===== src/rtl/hamming_pkg.sv =====
// -----------------------------------------------------------------------------
// hamming_pkg
//
// Shared definitions for the Hamming SECDED decoder:
//   calc_r()   - number of Hamming check bits R for K information bits
//                (smallest r with 2^r >= K + r + 1).
//   data_pos() - codeword position (1-based Hamming index) of information
//                bit idx. Check bits sit at power-of-two positions, data bits
//                fill the remaining positions in ascending order.
//   status_e   - decode classification: CLEAN, SEC (single error corrected),
//                DED (uncorrectable error detected).
// -----------------------------------------------------------------------------
package hamming_pkg;

    typedef enum logic [1:0] {
        CLEAN = 2'd0,
        SEC   = 2'd1,
        DED   = 2'd2
    } status_e;

    // Constant function: evaluated at elaboration to size the codeword.
    function automatic int calc_r(input int k);
        int r;
        r = 1;
        while ((1 << r) < (k + r + 1)) begin
            r = r + 1;
        end
        return r;
    endfunction

    // Hamming position of information bit idx. Position 1 and 2 are always
    // check bits, so the scan starts at 3 and skips every power of two.
    function automatic int data_pos(input int idx);
        int cnt;
        int pos;
        cnt = 0;
        pos = 0;
        for (int p = 3; p < 128; p++) begin
            if ((p & (p - 1)) != 0) begin
                if ((cnt == idx) && (pos == 0)) begin
                    pos = p;
                end
                cnt = cnt + 1;
            end
        end
        return pos;
    endfunction

endpackage : hamming_pkg


===== src/rtl/hamming_syndrome.sv =====
// -----------------------------------------------------------------------------
// hamming_syndrome
//
// Purely combinational syndrome and overall-parity generator.
//
// Parameters:
//   N - codeword width including the overall-parity bit at index 0
//   R - number of Hamming check bits (syndrome width)
//
// Ports:
//   codeword_i [N-1:0]  bit 0 = overall parity, bit j = Hamming position j
//   syndrome_o [R-1:0]  bit i = XOR of positions 1..N-1 whose index has bit i set
//   parity_o            XOR of all N codeword bits
// -----------------------------------------------------------------------------
module hamming_syndrome #(
    parameter int N = 16,
    parameter int R = 4
) (
    input  logic [N-1:0] codeword_i,
    output logic [R-1:0] syndrome_o,
    output logic         parity_o
);

    // NOTE: every output of a combinational block gets a default before any
    // conditional update; otherwise an unassigned path infers a latch.
    always_comb begin
        syndrome_o = '0;
        for (int j = 1; j < N; j++) begin
            for (int i = 0; i < R; i++) begin
                if (((j >> i) & 1) != 0) begin
                    syndrome_o[i] = syndrome_o[i] ^ codeword_i[j];
                end
            end
        end
    end

    // Overall parity covers bit 0 too, so a clean codeword yields 0.
    assign parity_o = ^codeword_i;

endmodule : hamming_syndrome


===== src/rtl/hamming_secded_dec_pipe.sv =====
// -----------------------------------------------------------------------------
// hamming_secded_dec_pipe
//
// Two-stage pipelined extended-Hamming (SECDED) decoder with valid/ready
// flow control and optional saturating error counters.
//
//   Stage 1 registers the raw codeword, its syndrome and overall parity.
//   Stage 2 classifies, corrects, extracts the data bits and registers
//   data_o / syndrome_o / sec_o / ded_o. Latency is 2 cycles without stall.
//   Both stages advance together on en = !valid_o || ready_i.
//
// Parameters:
//   K     - information bits (4..57)
//   CNT_W - width of each error counter
//   R, N  - derived: check bits and full codeword width (K + R + 1)
//
// Ports:
//   clk_i, rst_n_i          clock, synchronous active-low reset
//   codeword_i, valid_i     input codeword and its valid
//   ready_o                 input accepted this cycle (forced 1 in reset)
//   data_o, syndrome_o      corrected data and raw syndrome of that word
//   sec_o, ded_o            single corrected / uncorrectable detected
//   valid_o, ready_i        output valid and downstream ready
//   cnt_clr_i               clear both counters (wins over an increment)
//   sec_cnt_o, ded_cnt_o    saturating counts of SEC / DED output handshakes
//
// Configuration:
//   HAMMING_ERR_CNT_EN - when defined, builds the counters and cnt_clr_i
//                        decode; otherwise counters read 0 and cnt_clr_i is
//                        ignored. The datapath is identical in both builds.
// -----------------------------------------------------------------------------
module hamming_secded_dec_pipe
    import hamming_pkg::*;
#(
    parameter  int K     = 11,
    parameter  int CNT_W = 16,
    localparam int R     = calc_r(K),
    localparam int N     = K + R + 1
) (
    input  logic             clk_i,
    input  logic             rst_n_i,
    input  logic [N-1:0]     codeword_i,
    input  logic             valid_i,
    output logic             ready_o,
    output logic [K-1:0]     data_o,
    output logic [R-1:0]     syndrome_o,
    output logic             sec_o,
    output logic             ded_o,
    output logic             valid_o,
    input  logic             ready_i,
    input  logic             cnt_clr_i,
    output logic [CNT_W-1:0] sec_cnt_o,
    output logic [CNT_W-1:0] ded_cnt_o
);

    // ------------------------------------------------------------------
    // Flow control
    // ------------------------------------------------------------------
    logic en;
    logic valid_o_q;

    assign en      = !valid_o_q || ready_i;
    // Reset empties the pipe, so the block is always willing to accept.
    assign ready_o = en || !rst_n_i;

    // ------------------------------------------------------------------
    // Stage 1: syndrome / parity of the incoming word
    // ------------------------------------------------------------------
    logic [R-1:0] syn_d;
    logic         par_d;

    hamming_syndrome #(
        .N (N),
        .R (R)
    ) u_syndrome (
        .codeword_i (codeword_i),
        .syndrome_o (syn_d),
        .parity_o   (par_d)
    );

    logic         s1_valid_q;
    logic [N-1:0] s1_cw_q;
    logic [R-1:0] s1_syn_q;
    logic         s1_par_q;

    // NOTE: the stage-1 payload carries no reset; it is only ever consumed
    // when s1_valid_q is set, and s1_valid_q itself is reset.
    always_ff @(posedge clk_i) begin
        if (en && valid_i) begin
            s1_cw_q  <= codeword_i;
            s1_syn_q <= syn_d;
            s1_par_q <= par_d;
        end
    end

    // ------------------------------------------------------------------
    // Stage 2 decode (combinational on stage-1 registers)
    // ------------------------------------------------------------------
    status_e      status_d;
    logic [N-1:0] flip_mask;
    logic [N-1:0] corrected;
    logic [K-1:0] data_d;

    always_comb begin
        status_d  = CLEAN;
        flip_mask = '0;
        if (s1_par_q) begin
            if (s1_syn_q == '0) begin
                // Only the overall-parity bit is wrong; data is intact.
                status_d = SEC;
            end else if (int'(s1_syn_q) <= (N - 1)) begin
                status_d  = SEC;
                flip_mask = N'(1) << s1_syn_q;
            end else begin
                // Syndrome points past the codeword: cannot be a single error.
                status_d = DED;
            end
        end else if (s1_syn_q != '0) begin
            // Even number of flips with non-zero syndrome: double error.
            status_d = DED;
        end
    end

    assign corrected = s1_cw_q ^ flip_mask;

    for (genvar g = 0; g < K; g++) begin : g_extract
        assign data_d[g] = corrected[data_pos(g)];
    end

    // Check-bit positions of the corrected word are intentionally dropped.
    logic unused_corrected;
    assign unused_corrected = ^corrected;

    // ------------------------------------------------------------------
    // Stage 2 and stage valids
    // ------------------------------------------------------------------
    logic [K-1:0] data_q;
    logic [R-1:0] syn_q;
    logic         sec_q;
    logic         ded_q;

    // NOTE: sequential state is written with non-blocking assignments so every
    // register samples the pre-edge value of its inputs.
    always_ff @(posedge clk_i) begin
        if (!rst_n_i) begin
            s1_valid_q <= 1'b0;
            valid_o_q  <= 1'b0;
            data_q     <= '0;
            syn_q      <= '0;
            sec_q      <= 1'b0;
            ded_q      <= 1'b0;
        end else if (en) begin
            s1_valid_q <= valid_i;
            valid_o_q  <= s1_valid_q;
            // A bubble leaves the previous payload in place; only valid drops.
            if (s1_valid_q) begin
                data_q <= data_d;
                syn_q  <= s1_syn_q;
                sec_q  <= (status_d == SEC);
                ded_q  <= (status_d == DED);
            end
        end
    end

    assign valid_o    = valid_o_q;
    assign data_o     = data_q;
    assign syndrome_o = syn_q;
    assign sec_o      = sec_q;
    assign ded_o      = ded_q;

    // ------------------------------------------------------------------
    // Error counters
    // ------------------------------------------------------------------
`ifdef HAMMING_ERR_CNT_EN
    logic             out_hs;
    logic [CNT_W-1:0] sec_cnt_q;
    logic [CNT_W-1:0] ded_cnt_q;

    assign out_hs = valid_o_q && ready_i;

    // Clear wins over a same-cycle increment; counts stick at all-ones.
    always_ff @(posedge clk_i) begin
        if (!rst_n_i || cnt_clr_i) begin
            sec_cnt_q <= '0;
            ded_cnt_q <= '0;
        end else if (out_hs) begin
            if (sec_q && (sec_cnt_q != {CNT_W{1'b1}})) begin
                sec_cnt_q <= sec_cnt_q + CNT_W'(1);
            end
            if (ded_q && (ded_cnt_q != {CNT_W{1'b1}})) begin
                ded_cnt_q <= ded_cnt_q + CNT_W'(1);
            end
        end
    end

    assign sec_cnt_o = sec_cnt_q;
    assign ded_cnt_o = ded_cnt_q;
`else
    logic unused_cnt_clr;
    assign unused_cnt_clr = cnt_clr_i;

    assign sec_cnt_o = '0;
    assign ded_cnt_o = '0;
`endif

endmodule : hamming_secded_dec_pipe


===== config.mk =====
export PLATFORM = sky130hd
export DESIGN_NAME = hamming_secded_dec_pipe
export DESIGN_NICKNAME = d
export VERILOG_FILES = /design/src/rtl/hamming_pkg.sv /design/src/rtl/hamming_syndrome.sv /design/src/rtl/hamming_secded_dec_pipe.sv
export SDC_FILE = /design/constraint.sdc
export NUM_CORES = 1
export LEC_CHECK = 0
export CAP_MARGIN = 30
export CORE_ASPECT_RATIO = 1.25
export CORE_MARGIN = 2
export CORE_UTILIZATION = 43
export DETAILED_ROUTE_END_ITERATION = 7
export GPL_ROUTABILITY_DRIVEN = 0
export GPL_TIMING_DRIVEN = 0
export PLACE_DENSITY_LB_ADDON = 0.2
export SKIP_CTS_REPAIR_TIMING = 1
export SLEW_MARGIN = 40
export SYNTH_ARGS = -nofsm -noshare
export SYNTH_HDL_FRONTEND = slang
export SYNTH_SLANG_ARGS = --single-unit

===== constraint.sdc =====
create_clock -name clk_i -period 2 [get_ports clk_i]
set_clock_uncertainty 0.05 [all_clocks]
set_input_delay 0.2 -clock clk_i [delete_from_list [all_inputs] [get_ports clk_i]]
set_output_delay 0.2 -clock clk_i [all_outputs]
set_load 0.01 [all_outputs]

==> changes_impl.md, run 1 <==
### Changed

* Number of synthesized flops with an enable pin at 16
* Vias per inst at 4.081
* Cell Pwr Density at 744.4 nW/um^2
* Count of tool warnings at 27
* Clock Path Buffers at 2
* Initial antenna violation count at 0
* Most common cell in the synthesized netlist: buf_4
* Synth async-reset ratio at 0%
* Count of non-CTS buffers in the layout at 74
* Gate Area at 810.8 um^2
* Yosys adder share at 0%
* WP data arrival at 1820 ps
* Clk slew on worst S/H paths at 70 ps
* Filler instances at 368
* Final-layout non-clock buffer area share at 25.68%
* CTS tree: built
* Synth area leaders: edfxtp_1 (26%), dfxtp_1 (21%), xnor2_1 (15%), buf_4 (13%), a21oi_1 (3.3%)
* Met1 Use GR at 15.94%
* WP data required at 1960 ps
* N_diodes at 0
* First-pass GRT wire length at 5099 um
* Initial detailed-routing violation count at 15
* Area Overhead vs Synth at 35.10%
* Vias in the first global route at 1,166
* Nets at 273
* CTS root buffer: clkbuf_8
* Total number of vias at 1,261
* Clock Buffer Count at 6
* Status: complete, no violations
* Top delay family on crit path: XOR/XNOR gates
* Sw frac at 26.54%
* H-tree Lvls at 2
* Synth unique cells at 24
* WL/cell at 9.340 um
* Worst Setup EP: s1_par_q$_DFFE_PP_
* Critical Path, Cell by Cell: clkdlybuf4s50_1 -> xnor2_1 -> xnor2_2 -> xor2_1 -> xor3_1
* Crit path max fanout at 3
* Mux area share at 0%
* CP max-delay cell: clkdlybuf4s50_1
* Commonest flop: dfxtp_1
* Final period utilization at 92.87%
* IO Port Bufs at 37
* Post-route antenna net violation count at 0
* Register area at 860.8 um^2
* # setup viols final at 0
* Die Ht at 76.62 um
* Int Power at 1.340 mW
* YS chip area at 1814 um^2
* Setup CP Type: primary input to register
* Maximum capacitance violations at 0
* Pre-CTS WS at -164.9 ps
* Met3 GRT Util at 4.075%
* Worst reg2reg path startpoint: valid_o$_SDFFE_PN0N_
* DRC violations left at 0
* Leakage at 0.9700 nW
* Die width at 62.10 um
* Hold Path Origin: rst_n_i
* Hold Path Depth at 2
* Basic Gates by Area at 9.724%
* Most Crowded Layer GR: met2
* Dpl hpwl at 2452 um
* Setup ws final at 142.5 ps
* Largest power group: registers
* Global Route Usage Sum at 14.12%
* CP Launch Point: codeword_i[14]
* Combinational Power at 466 uW
* Worst Tran Pin Value at 696.4 ps
* Maximum number of pins on one net before global-route repair at 18
* Post-layout min period at 1857 ps
run_1/gate_families.png
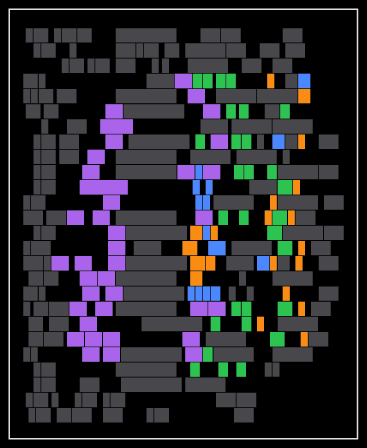
color	family	cells
orange	NAND gates	20
green	inverting AOI/OAI gates	29
purple	XOR/XNOR gates	37
blue	NOR gates	14
most numerous logic cell after layout: clkdlybuf4s50_1
Comb area share: 33.08%
non-filler instance count after layout: 309

run_1/final_clocks.png
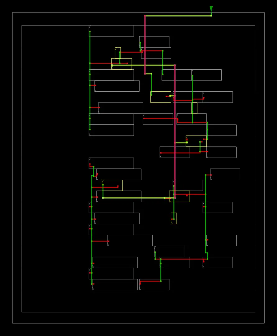
Num CTS Buffers: 5
CTS Sinks: 35
Clock group: 457 uW
seq_cells: 35

run_1/registers.png
Other sequential cells in the stronger gray, the rest of the logic in the fainter gray.
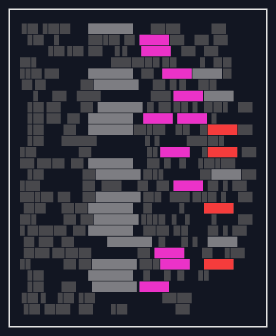
color	signal	sequential cells
magenta	`data_o`	11
red	`syndrome_o`	4

run_1/cell_classes.png
Bar = 20 um. Fill, decap, tap and diode cells in gray.
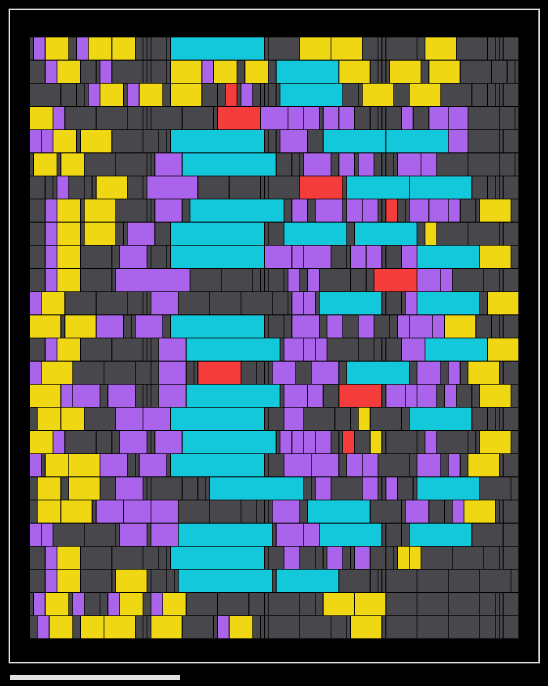
color	class	cells
red	clock drivers and dummy loads	8
yellow	other buffers and delay cells	74
purple	all other logic	136
cyan	flip-flops	35
Post-Layout Inst Area: 2451 um^2
sequential cell area share: 35.12%
number of core rows: 26
core region area: 4066 um^2

==> run 1 -> run 2 <==
- TNS_END_PERCENT: unset -> 100
run_2/pdn.png
Pins as bars on the die edge.
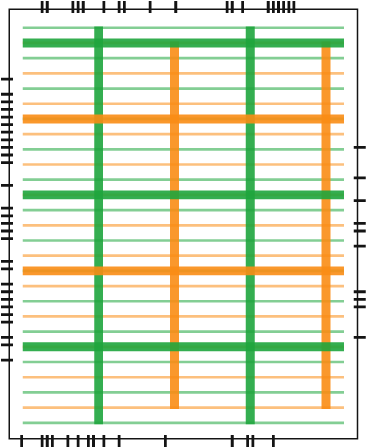
color	net
orange	VDD
green	VSS
rows	26
met1 rails	27
met4 straps	4
met5 straps	5
signal pins	72

run_2/cell_classes.png
Bar = 20 um. Fill, decap, tap and diode cells in gray.
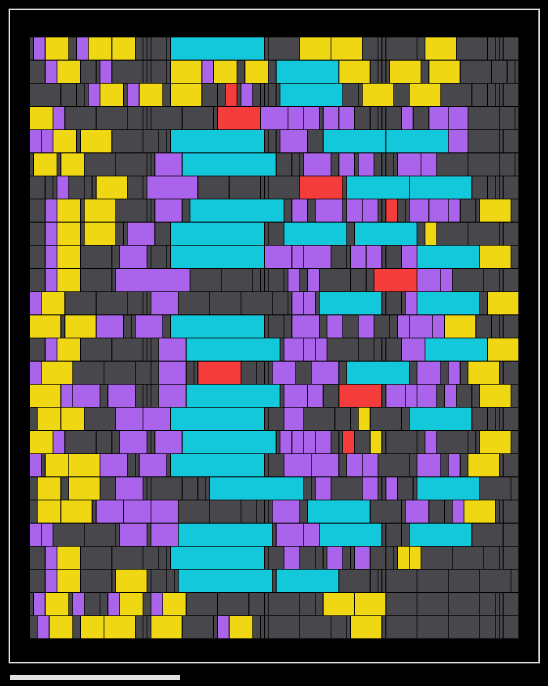
color	class	cells
purple	all other logic	136
yellow	other buffers and delay cells	74
red	clock drivers and dummy loads	8
cyan	flip-flops	35

==> run 2 against run 1 <==
Against the previous run: setup slack unchanged; cell area unchanged; total power unchanged; fmax unchanged; clock power about the same; global-route usage unchanged; critical path type unchanged; synthesized cell count unchanged; combinational power about the same; wire length unchanged; non-clock buffer count unchanged; die size unchanged.
==> changes_impl.md, run 2 <==
### Changed

* Crit path max fanout at 3
* Synth async-reset ratio at 0%
* WL/cell at 9.340 um
* Final-layout non-clock buffer area share at 25.68%
* Post-layout min period at 1857 ps
* Post-route antenna net violation count at 0
* Worst reg2reg path startpoint: valid_o$_SDFFE_PN0N_
* Total power at 1.825 mW
* Leakage at 0.9700 nW
* WP data arrival at 1820 ps
* Most common cell in the synthesized netlist: buf_4
* CTS tree: built
* Worst Tran Pin Value at 696.4 ps
* Die width at 62.10 um
* Combinational Power at 466 uW
* Non-filler instance count after layout at 309
* Post-Layout Inst Area at 2451 um^2
* Met2 usage at 24.38%
* Vias per inst at 4.081
* Hold Path Origin: rst_n_i
* Critical Path, Cell by Cell: clkdlybuf4s50_1 -> xnor2_1 -> xnor2_2 -> xor2_1 -> xor3_1
* Clk slew on worst S/H paths at 70 ps
* Synth unique cells at 24
* Met1 Use GR at 15.94%
* Met2 wire len at 1608 um
* YS chip area at 1814 um^2
* Core region area at 4066 um^2
* Number of synthesized flops with an enable pin at 16
* Sw frac at 26.54%
* WP data required at 1960 ps
* Count of tool warnings at 27
* Sequential cell area share at 35.12%
* Fp_density at 44.62%
* Die Ht at 76.62 um
* Vias in the first global route at 1,166
* Initial detailed-routing violation count at 15
* Filler instances at 368
* Status: complete, no violations
* Largest power group: registers
* Met3 GRT Util at 4.075%
* Pre-CTS WS at -164.9 ps
* Int Power at 1.340 mW
* Placed cells at 301
* H-tree Lvls at 2
* Maximum capacitance violations at 0
* Global Route Usage Sum at 14.12%
* Yosys adder share at 0%
* Clock group at 457 uW
* Seq pwr share at 49.4%
* Seq_cells at 35
* Register area at 860.8 um^2
* Gate Area at 810.8 um^2
* Synth area leaders: edfxtp_1 (26%), dfxtp_1 (21%), xnor2_1 (15%), buf_4 (13%), a21oi_1 (3.3%)
* Mux area share at 0%
* Clock Path Buffers at 2
* Setup ws final at 142.5 ps
* Maximum number of pins on one net before global-route repair at 18
* CTS Sinks at 35
* First-pass GRT wire length at 5099 um
* Commonest flop: dfxtp_1
* Most numerous logic cell after layout: clkdlybuf4s50_1
* Num CTS Buffers at 5
* IO Port Bufs at 37
* Hold Path Depth at 2
* Count of non-CTS buffers in the layout at 74
* Setup CP Type: primary input to register
* Area Overhead vs Synth at 35.10%
* CP Launch Point: codeword_i[14]
* Total number of vias at 1,261
* Dpl hpwl at 2452 um
* Clock Buffer Count at 6
* Final period utilization at 92.87%
* Synth Warn # at 0
* Cell Pwr Density at 744.4 nW/um^2
* Initial antenna violation count at 0
* # setup viols final at 0
* Worst Setup EP: s1_par_q$_DFFE_PP_
* CP max-delay cell: clkdlybuf4s50_1
run_2/gate_families.png
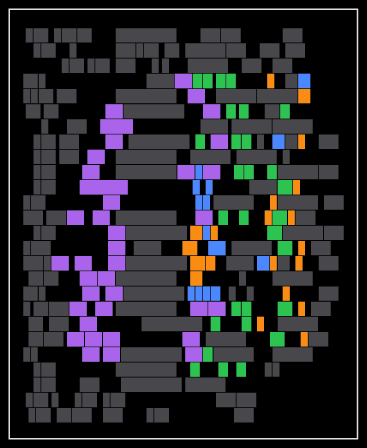
color	family	cells
blue	NOR gates	14
purple	XOR/XNOR gates	37
green	inverting AOI/OAI gates	29
orange	NAND gates	20

==> run 2 -> run 3 <==
- CORE_MARGIN: 2 -> 5
- CORE_UTILIZATION: 43 -> 40
run_3/final_clocks.png
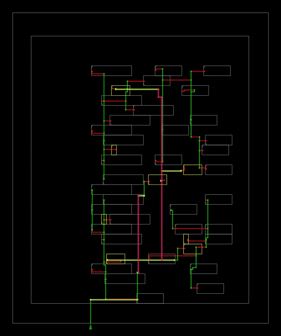
Clock Buffer Count: 8
Latency at later pin: 280 ps
Clock group: 477 uW

run_3/gate_families.png
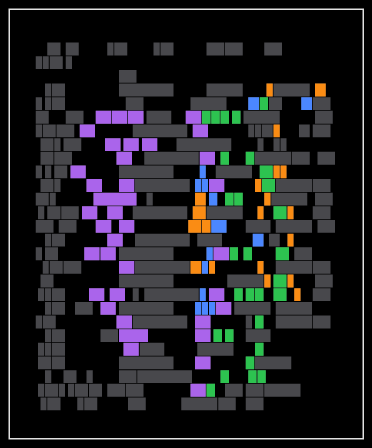
color	family	cells
purple	XOR/XNOR gates	37
blue	NOR gates	14
green	inverting AOI/OAI gates	29
orange	NAND gates	20
non-filler instance count after layout: 311
Comb area share: 33.04%

==> run 3 against run 2 <==
Against the previous run: sequential power about the same; setup slack improved by 14 ps; register-to-register slack hardly changed; first-iteration DRC count rose to 4.3 times the previous value; area after synthesis unchanged; cell area grew 0.10%; non-clock buffer count unchanged; critical path depth is the same; global-route usage shrank 2.7 points; fmax is 0.78% higher; combinational power barely moved; hold slack got worse by 1.8 ps; critical endpoint unchanged; largest power group unchanged; highest routed layer unchanged.
==> changes_impl.md, run 3 <==
### Changed

* Synth async-reset ratio at 0%
* H-tree Lvls at 2
* Number of core rows at 27
* Yosys adder share at 0%
* Initial antenna violation count at 0
* N_diodes at 0
* Setup CP Type: primary input to register
* Filler instances at 404
* Nets at 273
* Post-Layout Inst Area at 2454 um^2
* Setup ws final at 156.9 ps
* Count of tool warnings at 27
* Basic Gates by Area at 9.724%
* Status: complete, no violations
* Clk slew on worst S/H paths at 60 ps
* Largest power group: registers
* Met2 usage at 20.78%
* Hold Path Depth at 2
* Number of synthesized flops with an enable pin at 16
* Synth unique cells at 24
* Synth area leaders: edfxtp_1 (26%), dfxtp_1 (21%), xnor2_1 (15%), buf_4 (13%), a21oi_1 (3.3%)
* Register area at 860.8 um^2
* Worst Setup EP: s1_par_q$_DFFE_PP_
* CTS root buffer: clkbuf_8
* Clock Path Buffers at 2
* Worst Tran Pin Value at 705.7 ps
* YS chip area at 1814 um^2
* Most common cell in the synthesized netlist: buf_4
* Worst reg2reg path startpoint: valid_o$_SDFFE_PN0N_
* Global Route Usage Sum at 11.41%
* Gate Area at 810.8 um^2
* Sw frac at 26.82%
* Leakage at 0.9692 nW
* Pre-CTS WS at -152.7 ps
* Crit path max fanout at 3
* Commonest flop: dfxtp_1
* Met2 wire len at 1659 um
* Count of non-CTS buffers in the layout at 74
run_3/pdn.png
Pins as bars on the die edge.
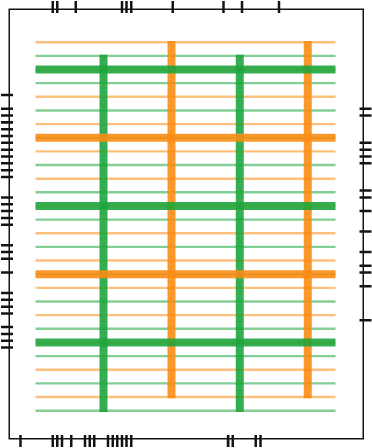
color	net
green	VSS
orange	VDD
met4 straps	4
rows	27
core region area: 4392 um^2
die width: 70.24 um
VDD IR max: 0.3092 mV
Die Ht: 85.30 um

Power figures rest on the tool's default switching activity, not on a simulated workload.
